==> config.mk <==
export PLATFORM = sky130hd
export DESIGN_NAME = axi_lite_read_slave_flat
export DESIGN_NICKNAME = d
export VERILOG_FILES = /design/src/rtl/axi_lite_pkg.sv /design/src/rtl/axi_lite_read_slave_if.sv /design/src/rtl/axi_lite_read_slave.sv /design/src/flat_wrapper.sv
export SDC_FILE = /design/constraint.sdc
export NUM_CORES = 1
export LEC_CHECK = 0
export ABC_CLOCK_PERIOD_IN_PS = 2100
export CORE_MARGIN = 1
export CORE_UTILIZATION = 25
export DETAILED_ROUTE_END_ITERATION = 10
export HOLD_SLACK_MARGIN = 0.15
export PLACE_DENSITY = 0.59
export SLEW_MARGIN = 20
export SYNTH_ARGS = -nofsm -noshare
export SYNTH_HDL_FRONTEND = slang
export SYNTH_SLANG_ARGS = --single-unit
export TNS_END_PERCENT = 30
==> constraint.sdc <==
create_clock -name ACLK -period 2.1 [get_ports ACLK]
set_input_delay 0.42 -clock ACLK [delete_from_list [all_inputs] [get_ports ACLK]]
set_output_delay 0.42 -clock ACLK [all_outputs]
set_load 0.005 [all_outputs]
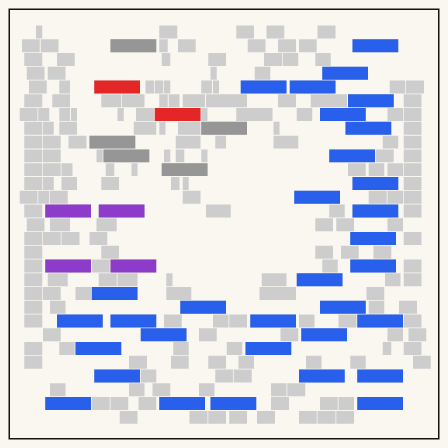
Figure 1: sequential cells grouped by signal name.
[purple] u_core.reg_rd_idx | flops: 4 | where: left middle
[red] u_core.r_state | flops: 2
[blue] u_core.s_axi.RDATA | flops: 32 | where: all over the die
not colored: 5
Final Util: 0.457
Seq area share: 0.364
Reg area: 0.00108 mm^2

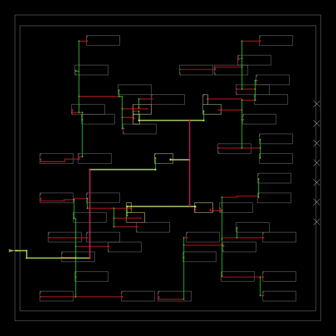
Figure 2: clock wiring as the flow saved it.
TritonCTS Buffers: 5
clock network power: 0.000496 W
Clock Sink Count: 43
Seq cells: 43
clk_lat worst skew: 0.28 ns

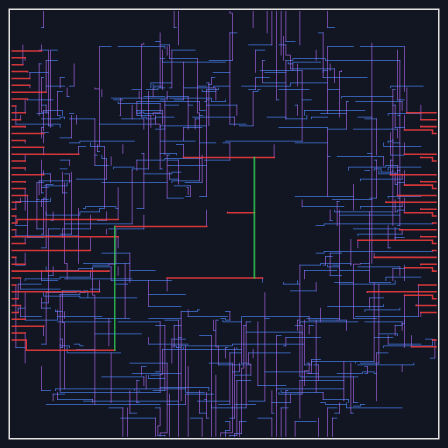
Figure 3: wiring by layer.
[blue] met1 | wire length: 1900 um
[purple] met2 | wire length: 1860 um
[green] met4 | wire length: 48.3 um
[red] met3 | wire length: 449 um
Post-Route WL: 4260 um
drt wl/cell: 13.7 um

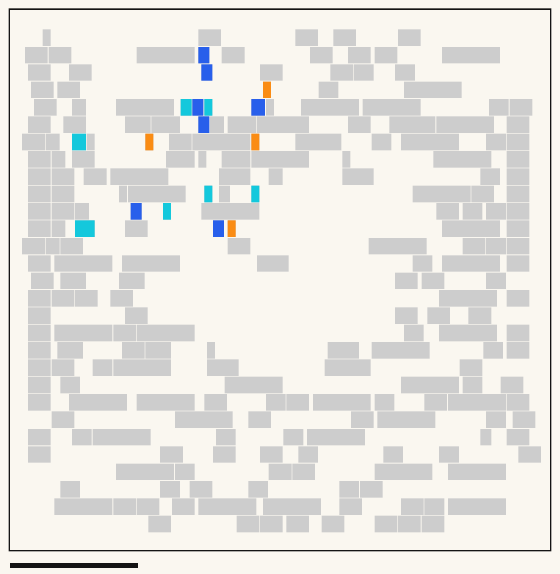
Figure 4: gate families picked out.
The bar under the picture is 20 um long.
[blue] inverting AOI/OAI gates | cells: 7 | most used: o21ai_1
[orange] inverters | cells: 4 | most used: inv_1 | where: top middle
[cyan] NAND gates | cells: 7 | most used: nand2_1
Non-Filler Instances: 312
logic share of the area: 0.193

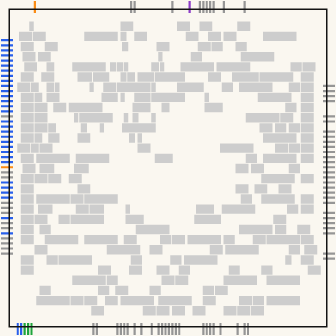
Figure 5: pin map.
Pins as bars across the die edge, other pins in gray.
[purple] s_axi_RVALID | pins: 1 | direction: output | edge: top
[green] s_axi_ARPROT | pins: 3 | direction: input | edge: bottom
[blue] s_axi_ARADDR | pins: 32 | direction: input | edge: 30 left, 2 bottom
[orange] s_axi_RRESP | pins: 2 | direction: output | edge: 1 top, 1 left
all pins by edge: 43 left, 29 bottom, 28 right, 12 top
die height: 84.6 um
port bufs: 105
Die X: 84.6 um

==> impl_metrics.yaml <==
# generated from flow reports
detailed_routing:
  drt_first_pass_iters: 10
  met3_length_um: 449
  via_count: 1432
  drc: 7
  drt_iter0_drc: 41
  drt-met1-wl_um: 1900
  via_per_inst: 4.59
cells_and_area:
  n_antenna_cell: 0
  n_fill_cell: 636
  drive_gt1_frac: 0.0511
  lay_top_cells: "clkdlybuf4s50_1, dfrtp_1, a22o_1"
  mostFrequentLayoutCell: "clkdlybuf4s50_1"
  area_delta_synth_final_pct: 73.2
  fin_nets: 309
worst_setup_path:
  critPathTopFamily: "flip-flops"
  cpPeakStageDelay_ns: 0.38
  critPathKind: "register to register"
  path_max_fanout: 28
  r2r_slack_ns: 0.47
  worst_ep_arrival_time_ns: 1.86
  reg2regPathDepth: 6
  worstSetupStartpointType: "register"
  end_kind: "register"
  required_ns: 2.33
  worst-path-buf-inv: 2
grt:
  grt_first_pass_wirelength_um: 7300
  overflow: 0
  antenna_found_initial: 0
  first_global_vias: 1508
  grt_usage: 0.131
final_timing:
  fin_crit_sh: 0.776
  grt_setup_unrepaired: "false"
  finalSetupTns_ns: 0
  drv_slew: 0
  max-slew-margin-rel: 0.615
  fin_ws_ns: 0.471
  worstMarginPinSlew_ns: 0.577
  timing.fmax_ghz: 0.614
  finalHoldViolCount: 0
  finalSetupViolCount: 0
  finalClockSkew_ns: 0.00469
synthesis:
  ys_seq_frac: 0.631
  yosys.area.top_type_share: 0.631
  synthesis.nets: 200
  synth_top_cell_by_area: "dfrtp_1"
  syn-cell-area_mm2: 0.00171
  avgSynthCellArea_um2: 13.6
  ys.flops: 43
  synthCells: 125
  yosysChipArea_mm2: 0.00171
  ys_cells: 125
  yosys-top-cells-area: "dfrtp_1, a22o_1, mux2_1"
job:
  cap_violations: 0
  log.warning_count: 34
power:
  switching_power_w: 0.000678
  power_w: 0.00224
  power.density_mw_per_mm2: 759
  power.share.combinational: 0.343
  clkPwrFrac: 0.221
  power_frac_seq: 0.436
  p_int_w: 0.00156
  ir_drop_mv: 0.417
floorplan:
  design.core.area_mm2: 0.00646
  dieArea_mm2: 0.00716
  io_pins: 112
  fp_util: 0.264
  num_rows: 29
cts:
  clk_pin_slew_ns: 0.08
  cts_htree_levels: 2
  cts_setup_buffers: 0
  cts_tree: "done"
  clockBufferDepth: 2
  root_buffer: "clkbuf_8"
outcome:
  status: "finished, violations left"
  violations: "DRC"
worst_hold_path:
  hp-class: "register to register"
  hold_path_depth: 1
placement:
  place_ws_ns: 0.309
  place_congestion: 0.729
  post-place-cells: 303
  dpl.hpwl_um: 3130
-- logic make-up after synthesis --
| family | synth area share |
|---|---|
| buffers and inverters | 0.0418 |
| adders and majority gates | 0.0293 |
| other | 0.00220 |
| and+or+nand+nor | 0.0572 |
| muxes | 0.0528 |
| AOI/OAI and AO/OA | 0.186 |
| DFF | 0.631 |
-- cell type report --
type / count / area [um^2] / area share
clock buffers: 7 / 76.3 / 0.0258
clock inverters: 1 / 5.00 / 0.00169
inverters: 4 / 15.0 / 0.00508
multi-input cells: 71 / 569 / 0.193
flip-flops and latches: 43 / 1080 / 0.364
well taps: 77 / 96.3 / 0.0326
repair buffers: 109 / 1120 / 0.378
-- power groups by stage --
stage	registers (W)	clock network, W	logic, W
after floorplan	0.000990	0	0.000405
after global placement	0.000990	0	0.000775
after detailed placement	0.000994	0	0.000775
after CTS	0.000981	0.000531	0.000783
after global routing	0.000995	0.000565	0.000856
final	0.000978	0.000496	0.000768
-- what timing repair did --
action                                 in CTS  in global routing
hold buffers                                1                  0
gates resized                               0                  0
endpoints found under the hold margin      18                  0
-- cells in the mapped netlist, drive strengths merged --
| cell type | instances |
|---|---|
| mux2i | 3 |
| nand4 | 1 |
| ha | 4 |
| nor2 | 5 |
| nand2 | 4 |
| nor4 | 6 |
| inv | 4 |
| o22ai | 1 |
| nand4b | 1 |
| nor2b | 1 |
| a21oi | 1 |
| nand3 | 1 |
| mux2 | 5 |
| buf | 7 |
| o21ai | 5 |
| conb | 1 |
| a22o | 32 |
| dfrtp | 43 |
-- per-stage QoR --
| stage | area, um^2 | hold WS [ns] |
|---|---|---|
| final | 2950 | 0.498 |
| after global routing | 2950 | 0.522 |
| after CTS | 2950 | 0.503 |
| after detailed placement | 2860 | 0.457 |
| after global placement | 2860 | 0.453 |
| after floorplan | 1710 | 0.124 |
-- per-layer routing --
| layer | up-vias | track usage |
|---|---|---|
| met3 | 5 | 0.0541 |
| met5 | - | 0 |
| li1 | 680 | - |
| met1 | 671 | 0.167 |
| met2 | 76 | 0.205 |
| met4 | 0 | 0.0370 |
Power and IR drop assume default switching activity.
